## config.mk

```make
export PLATFORM = sky130hd
export DESIGN_NAME = tx_string_arbiter
export DESIGN_NICKNAME = d
export VERILOG_FILES = /design/src/rtl/tx_string_arb_pkg.sv /design/src/rtl/tx_string_arbiter_rr_pick.sv /design/src/rtl/tx_string_arbiter.sv
export SDC_FILE = /design/constraint.sdc
export NUM_CORES = 1
export LEC_CHECK = 0
export ABC_CLOCK_PERIOD_IN_PS = 3700
export CORE_MARGIN = 2
export CORE_UTILIZATION = 51
export DETAILED_ROUTE_END_ITERATION = 8
export PLACE_DENSITY = 0.9
export SLEW_MARGIN = 10
export SYNTH_ARGS = -nofsm -noshare
export SYNTH_HDL_FRONTEND = slang
export SYNTH_SLANG_ARGS = --single-unit
```

## constraint.sdc

```tcl
create_clock -name clock -period 3.7 [get_ports clock]
set_input_delay 1.11 -clock clock [delete_from_list [all_inputs] [get_ports clock]]
set_output_delay 1.11 -clock clock [all_outputs]
set_load 0.02 [all_outputs]
```

## src/rtl/tx_string_arb_pkg.sv

```systemverilog
// ---------------------------------------------------------------------------
// tx_string_arb_pkg
// Shared types and helpers for the TX_STRING arbiter and its round-robin
// selector.
//   PTR_W       : width of the round-robin pointer / requester index (N <= 8)
//   arb_state_t : one-hot arbiter state encoding
//   ptr_next()  : modulo-N pointer increment
// ---------------------------------------------------------------------------
package tx_string_arb_pkg;

    localparam int PTR_W = 3;

    typedef enum logic [3:0] {
        IDLE  = 4'b0001,
        LOAD  = 4'b0010,
        START = 4'b0100,
        BUSY  = 4'b1000
    } arb_state_t;

    function automatic logic [PTR_W-1:0] ptr_next(input logic [PTR_W-1:0] ptr,
                                                  input int               n);
        if (int'(ptr) >= n - 1) begin
            return '0;
        end
        return ptr + 1'b1;
    endfunction

endpackage

```

## src/rtl/tx_string_arbiter_rr_pick.sv

```systemverilog
// ---------------------------------------------------------------------------
// rr_pick
// Combinational round-robin selector: returns the first set request bit at or
// after the pointer, wrapping modulo N.
//   req     : request vector
//   pointer : highest-priority requester index
//   sel     : one-hot winner (zero when no request)
//   index   : binary index of the winner (zero when no request)
//   any     : at least one request is set
// ---------------------------------------------------------------------------
module rr_pick
    import tx_string_arb_pkg::*;
#(
    parameter int N = 4
) (
    input  logic [N-1:0]     req,
    input  logic [PTR_W-1:0] pointer,
    output logic [N-1:0]     sel,
    output logic [PTR_W-1:0] index,
    output logic             any
);

    always_comb begin
        sel   = '0;
        index = '0;
        any   = 1'b0;
        for (int i = 0; i < N; i++) begin
            int k;
            k = int'(pointer) + i;
            if (k >= N) begin
                k = k - N;
            end
            if (!any && req[k]) begin
                any    = 1'b1;
                sel[k] = 1'b1;
                index  = PTR_W'(k);
            end
        end
    end

endmodule

```

## src/rtl/tx_string_arbiter.sv

```systemverilog
// ---------------------------------------------------------------------------
// tx_string_arbiter
// Shares one TX_STRING engine between N requesters by round-robin. The owner's
// ROM start address is latched, the engine is started with a one-cycle
// tx_string_ready pulse, and a one-cycle done_o pulse is returned to the owner
// when the engine reports completion.
//   clock           : system clock
//   reset           : asynchronous active-low reset
//   req             : level request per requester (held until its done_o)
//   req_addr        : start addresses, requester k at [k*ADDR_W +: ADDR_W]
//   grant           : one-hot owner of the engine, zero when idle
//   done_o          : one-cycle completion pulse to the owner
//   busy            : engine owned by some requester
//   start_addr      : to engine start_addr
//   tx_string_ready : to engine, rising edge starts a string
//   tx_string_done  : from engine, one-cycle completion pulse
// ---------------------------------------------------------------------------
// state | meaning
// IDLE  | no owner; arbitrate among set req bits
// LOAD  | owner latched; ready held low so the engine sees a stable address
// START | tx_string_ready high for one cycle
// BUSY  | waiting for tx_string_done
// ---------------------------------------------------------------------------
module tx_string_arbiter
    import tx_string_arb_pkg::*;
#(
    parameter int N      = 4,
    parameter int ADDR_W = 8
) (
    input  logic                clock,
    input  logic                reset,
    input  logic [N-1:0]        req,
    input  logic [N*ADDR_W-1:0] req_addr,
    output logic [N-1:0]        grant,
    output logic [N-1:0]        done_o,
    output logic                busy,
    output logic [ADDR_W-1:0]   start_addr,
    output logic                tx_string_ready,
    input  logic                tx_string_done
);

    arb_state_t        state_q, state_d;
    logic [PTR_W-1:0]  ptr_q, ptr_d;
    logic [PTR_W-1:0]  idx_q, idx_d;
    logic [N-1:0]      grant_d;
    logic [N-1:0]      done_d;
    logic              busy_d;
    logic [ADDR_W-1:0] addr_d;
    logic              ready_d;

    logic [N-1:0]      pick_sel;
    logic [PTR_W-1:0]  pick_idx;
    logic              pick_any;

    rr_pick #(
        .N (N)
    ) u_rr_pick (
        .req     (req),
        .pointer (ptr_q),
        .sel     (pick_sel),
        .index   (pick_idx),
        .any     (pick_any)
    );

    always_ff @(posedge clock or negedge reset) begin
        if (!reset) begin
            state_q         <= IDLE;
            ptr_q           <= '0;
            idx_q           <= '0;
            grant           <= '0;
            done_o          <= '0;
            busy            <= 1'b0;
            start_addr      <= '0;
            tx_string_ready <= 1'b0;
        end else begin
            state_q         <= state_d;
            ptr_q           <= ptr_d;
            idx_q           <= idx_d;
            grant           <= grant_d;
            done_o          <= done_d;
            busy            <= busy_d;
            start_addr      <= addr_d;
            tx_string_ready <= ready_d;
        end
    end

    // All outputs are registered: the values computed here appear one cycle
    // later, so ready_d is raised while in LOAD to put the pulse in START.
    always_comb begin
        state_d = state_q;
        ptr_d   = ptr_q;
        idx_d   = idx_q;
        grant_d = grant;
        done_d  = '0;
        busy_d  = busy;
        addr_d  = start_addr;
        ready_d = 1'b0;

        case (state_q)
            IDLE: begin
                if (pick_any) begin
                    state_d = LOAD;
                    grant_d = pick_sel;
                    idx_d   = pick_idx;
                    addr_d  = req_addr[int'(pick_idx)*ADDR_W +: ADDR_W];
                    busy_d  = 1'b1;
                end
            end
            LOAD: begin
                state_d = START;
                ready_d = 1'b1;
            end
            START: begin
                state_d = BUSY;
            end
            BUSY: begin
                // The string cannot be aborted; a dropped req is ignored here.
                if (tx_string_done) begin
                    state_d = IDLE;
                    done_d  = grant;
                    grant_d = '0;
                    busy_d  = 1'b0;
                    ptr_d   = ptr_next(idx_q, N);
                end
            end
            default: begin
                state_d = IDLE;
                grant_d = '0;
                busy_d  = 1'b0;
            end
        endcase
    end

endmodule

```

==> run_1/congestion_map.png <==
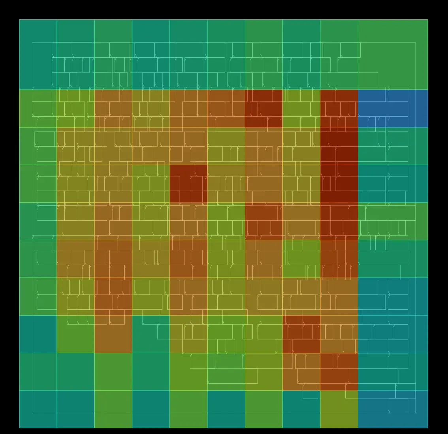
share of the core filled with cells: 68.34%
M1 GR Usage: 35.34%

==> run_1/m1.png <==
(8 px per µm) Supply wires on this layer in gray. Cells faint in the background.
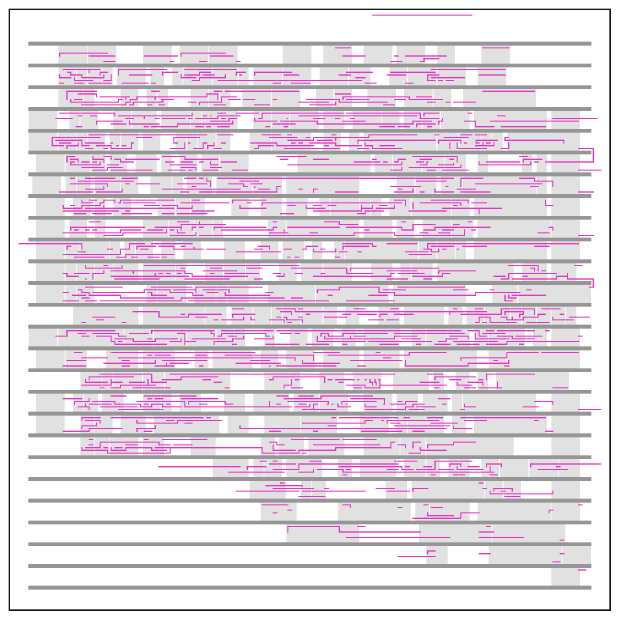
- longest straight run: 29.4 µm
- wire length on this layer: 2920 µm
- share of all routed wire: 44%
- main direction: horizontal

==> run_1/layers.png <==
(6 px per µm) Two of the layers only.
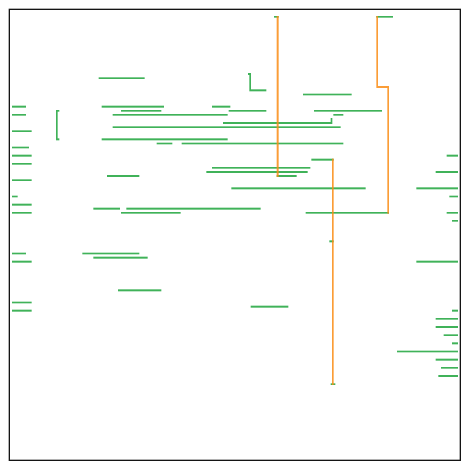
- M3: green (wire length 426 µm)
- M4: orange (wire length 98.4 µm)

-- run 1: metal layers --
metal	track usage, %	vias up
li1	-	1226
met1	35.34	1227
met5	0	-
met2	38.89	97
met3	1.740	7
met4	7.540	0
-- run 1: cells by family (layout without fill, tap and decap cells) --
family          after synthesis  in the layout  synth area share, %
buf+inv                      40             93                7.606
xor+xnor                      3              3                1.024
fa+ha+maj                    15             15                7.314
compound gates               83             83                23.11
flops                        28             28                27.35
mux                          19             19                9.508
simple gates                112            112                24.09
-- run 1: power groups by stage --
stage	clock (µW)	combinational, µW	sequential (µW)
5_1_grt	254	2390	551
2_1_floorplan	0	1470	622
3_5_place_dp	0	2160	540
6_report	238	2200	533
4_1_cts	241	2170	534
3_3_place_gp	0	2100	535
==> out/summary.rpt, run 1 <==
======================================================================================
Run status ..............................................................    completed
CTS H-Tree Depth ........................................................            1
Total of endpoints with negative setup slack in the final report ........            0
Setup ws final ..........................................................    0.4036 ns
Final-layout clock-cell area share ......................................       2.181%
Number of enable-type register cells in the synthesized netlist .........            0
Vias ....................................................................         2557
Top Family by Delay on Critical Path .................................... simple AND/OR/NAND/NOR gates
Setup repair after global routing missed its margin .....................        false
Met2 layer wire length in the routed design .............................      3158 µm
DP Cell Count ...........................................................          416
Tally of OpenROAD warnings ..............................................           37
Critical Path Source ....................................................       req[2]
Setup slack at placement ................................................    0.1846 ns
Relative slew margins ...................................................       53.55%
Cell type with the largest total area ................................... sky130_fd_sc_hd__dfrtp_1
Overflow left after global routing ......................................            0
Most common logic cells in the final layout ............................. 56 x sky130_fd_sc_hd__clkdlybuf4s50_1, 36 x sky130_fd_sc_hd__nand2_1, 27 x sky130_fd_sc_hd__dfrtp_1, 17 x sky130_fd_sc_hd__o21ai_0
Vias in the first global route ..........................................         2267
Largest cell class by area ..............................................  logic gates
Number of distinct standard cells referenced by the synthesized netlist .           56
Cells resized by post-CTS repair ........................................            0
Type of the worst setup path ............................................    in -> reg
Leak Pwr ................................................................  0.001421 µW
Largest register FFs ....................................................            8
Flop2flop setup slack ...................................................      0.87 ns
Seq/Total Area, Yosys ...................................................       27.35%
Capture point of the worst path ......................................... start_addr[1]$_DFFE_PN0P_
Hold slack ..............................................................    0.4826 ns
Count of antenna diodes in the layout ...................................            0
Worst slew pin tran .....................................................    0.6895 ns
Seq/total area ..........................................................       21.46%
Cell chain of the critical path ......................................... clkdlybuf4s50_1 -> mux4_2 -> nand2b_4 -> nand4_1 -> o21ai_0 -> nor4_1 -> o31ai_1
======================================================================================
## Run 2: what changed since run 1
- CELL_PAD_IN_SITES_DETAIL_PLACEMENT: unset -> 0
- CELL_PAD_IN_SITES_GLOBAL_PLACEMENT: unset -> 2
- CORE_UTILIZATION: 51 -> 30
- PLACE_DENSITY: 0.9 -> 0.89
==> out/summary.rpt, run 2 <==
======================================================================================
Run status ..............................................................    completed   unchanged
Vias in the first global route ..........................................         2364   was 2267
Comb. cell area ......................................................... 0.001669 mm²   unchanged
Number of distinct standard cells referenced by the synthesized netlist .           56   unchanged
Setup slack at placement ................................................   0.06958 ns   was 0.1846 ns
Total of endpoints with negative setup slack in the final report ........            0   unchanged
Seq/Total Area, Yosys ...................................................       27.35%   unchanged
Flop2flop setup slack ...................................................      0.87 ns   about the same
Largest register FFs ....................................................            8   unchanged
GRT met2 Usage ..........................................................       25.41%   was 38.89%
Setup repair after global routing missed its margin .....................        false   unchanged
Count of antenna diodes in the layout ...................................            0   unchanged
Share of the core filled with cells .....................................       40.08%   was 68.34%
Area share of and/or/nand/nor cells after synthesis .....................       24.09%   unchanged
Final-layout clock-cell area share ......................................       1.664%   was 2.181%
Cells resized by post-CTS repair ........................................            0   unchanged
Type of the worst setup path ............................................    in -> reg   unchanged
Most common logic cells in the final layout ............................. 56 x sky130_fd_sc_hd__clkdlybuf4s50_1, 36 x sky130_fd_sc_hd__nand2_1, 27 x sky130_fd_sc_hd__dfrtp_1, 17 x sky130_fd_sc_hd__o21ai_0, 17 x sky130_fd_sc_hd__buf_4   was 56 x sky130_fd_sc_hd__clkdlybuf4s50_1, 36 x sky130_fd_sc_hd__nand2_1, 27 x sky130_fd_sc_hd__dfrtp_1, 17 x sky130_fd_sc_hd__o21ai_0
HPWL Detailed ...........................................................      5357 µm   was 4873 µm
Overflow left after global routing ......................................            0   unchanged
Capture point of the worst path ......................................... start_addr[1]$_DFFE_PN0P_   unchanged
Cell type with the largest total area ................................... sky130_fd_sc_hd__dfrtp_1   unchanged
Largest cell class by area ..............................................  logic gates   unchanged
Met2 layer wire length in the routed design .............................      3406 µm   was 3158 µm
Compound-cell area share of the yosys netlist ...........................       23.11%   unchanged
Number of enable-type register cells in the synthesized netlist .........            0   unchanged
Tally of OpenROAD warnings ..............................................           37   unchanged
Setup ws final ..........................................................    0.3838 ns   was 0.4036 ns
Fraction of layout instances using a drive strength above 1 .............       10.45%   was 10.20%
Met3 Use GR .............................................................       1.164%   was 1.740%
Seq/total area ..........................................................       21.21%   was 21.46%
Leak Pwr ................................................................  0.001421 µW   about the same
Hold Fails Final Rpt ....................................................            0   unchanged
Adder share .............................................................       7.314%   unchanged
Critical Path Source ....................................................       req[2]   unchanged
Drt wl/cell .............................................................     15.88 µm   was 15.73 µm
GRT Max-Usage Layer .....................................................         met2   unchanged
Topmost layer with routed signal wires ..................................         met4   unchanged
Worst slew pin tran .....................................................    0.6918 ns   was 0.6895 ns
Post-synthesis share of cell area spent on xor and xnor gates ...........       1.024%   unchanged
CTS H-Tree Depth ........................................................            1   unchanged
======================================================================================
## run 2: cell counts after synthesis
No cell type changed its count.
## run 2: worst max-delay path, stage by stage
cell                              delay [ns]
sky130_fd_sc_hd__clkdlybuf4s50_1        0.59
sky130_fd_sc_hd__mux4_2                 0.63
sky130_fd_sc_hd__nor2_1                 0.19
sky130_fd_sc_hd__o21a_1                 0.19
sky130_fd_sc_hd__buf_4                  0.14
sky130_fd_sc_hd__nor2_1                 0.07
sky130_fd_sc_hd__nor4_1                 0.43
sky130_fd_sc_hd__o31ai_1                0.12
## run 2: power groups by stage
stage,clock network [µW],logic [µW],registers [µW]
2_1_floorplan,0,1470,622
5_1_grt,205,2430,558
6_report,188,2210,542
4_1_cts,192,2210,543
3_5_place_dp,0,2210,545
3_3_place_gp,0,2170,545
==> run_2/m3.png <==
(4 px per µm) Cells faint in the background.
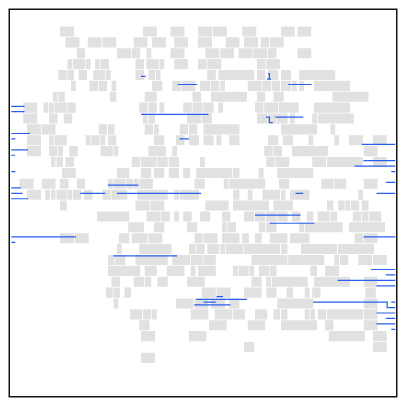
- wire length on this layer: 281 µm
- longest straight run: 20.7 µm
- nets with wire on the layer: 43

==> run_2/m1.png <==
(6 px per µm) Supply wires on this layer in gray. Cells faint in the background.
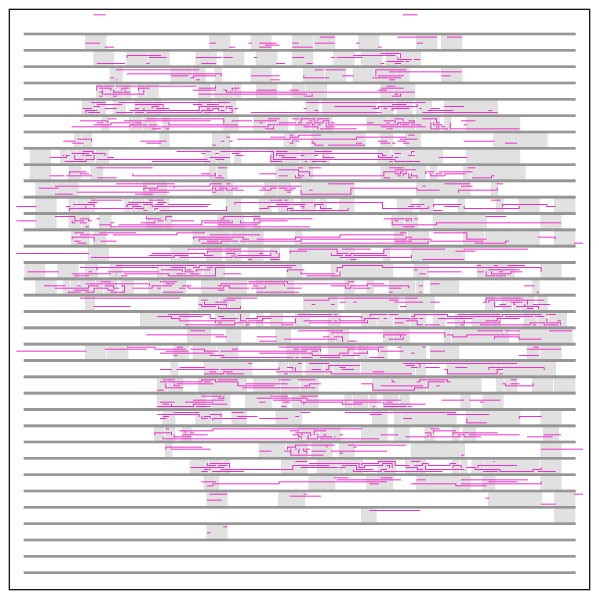
- share of all routed wire: 49%
- wire length on this layer: 3540 µm
- main direction: horizontal
- longest straight run: 33.1 µm
- nets with wire on the layer: 360
aggregate routed wire length: 7288 µm
vias: 2471
M1 GR Usage: 22.84%

Power figures rest on the tool's default switching activity, not on a simulated workload.
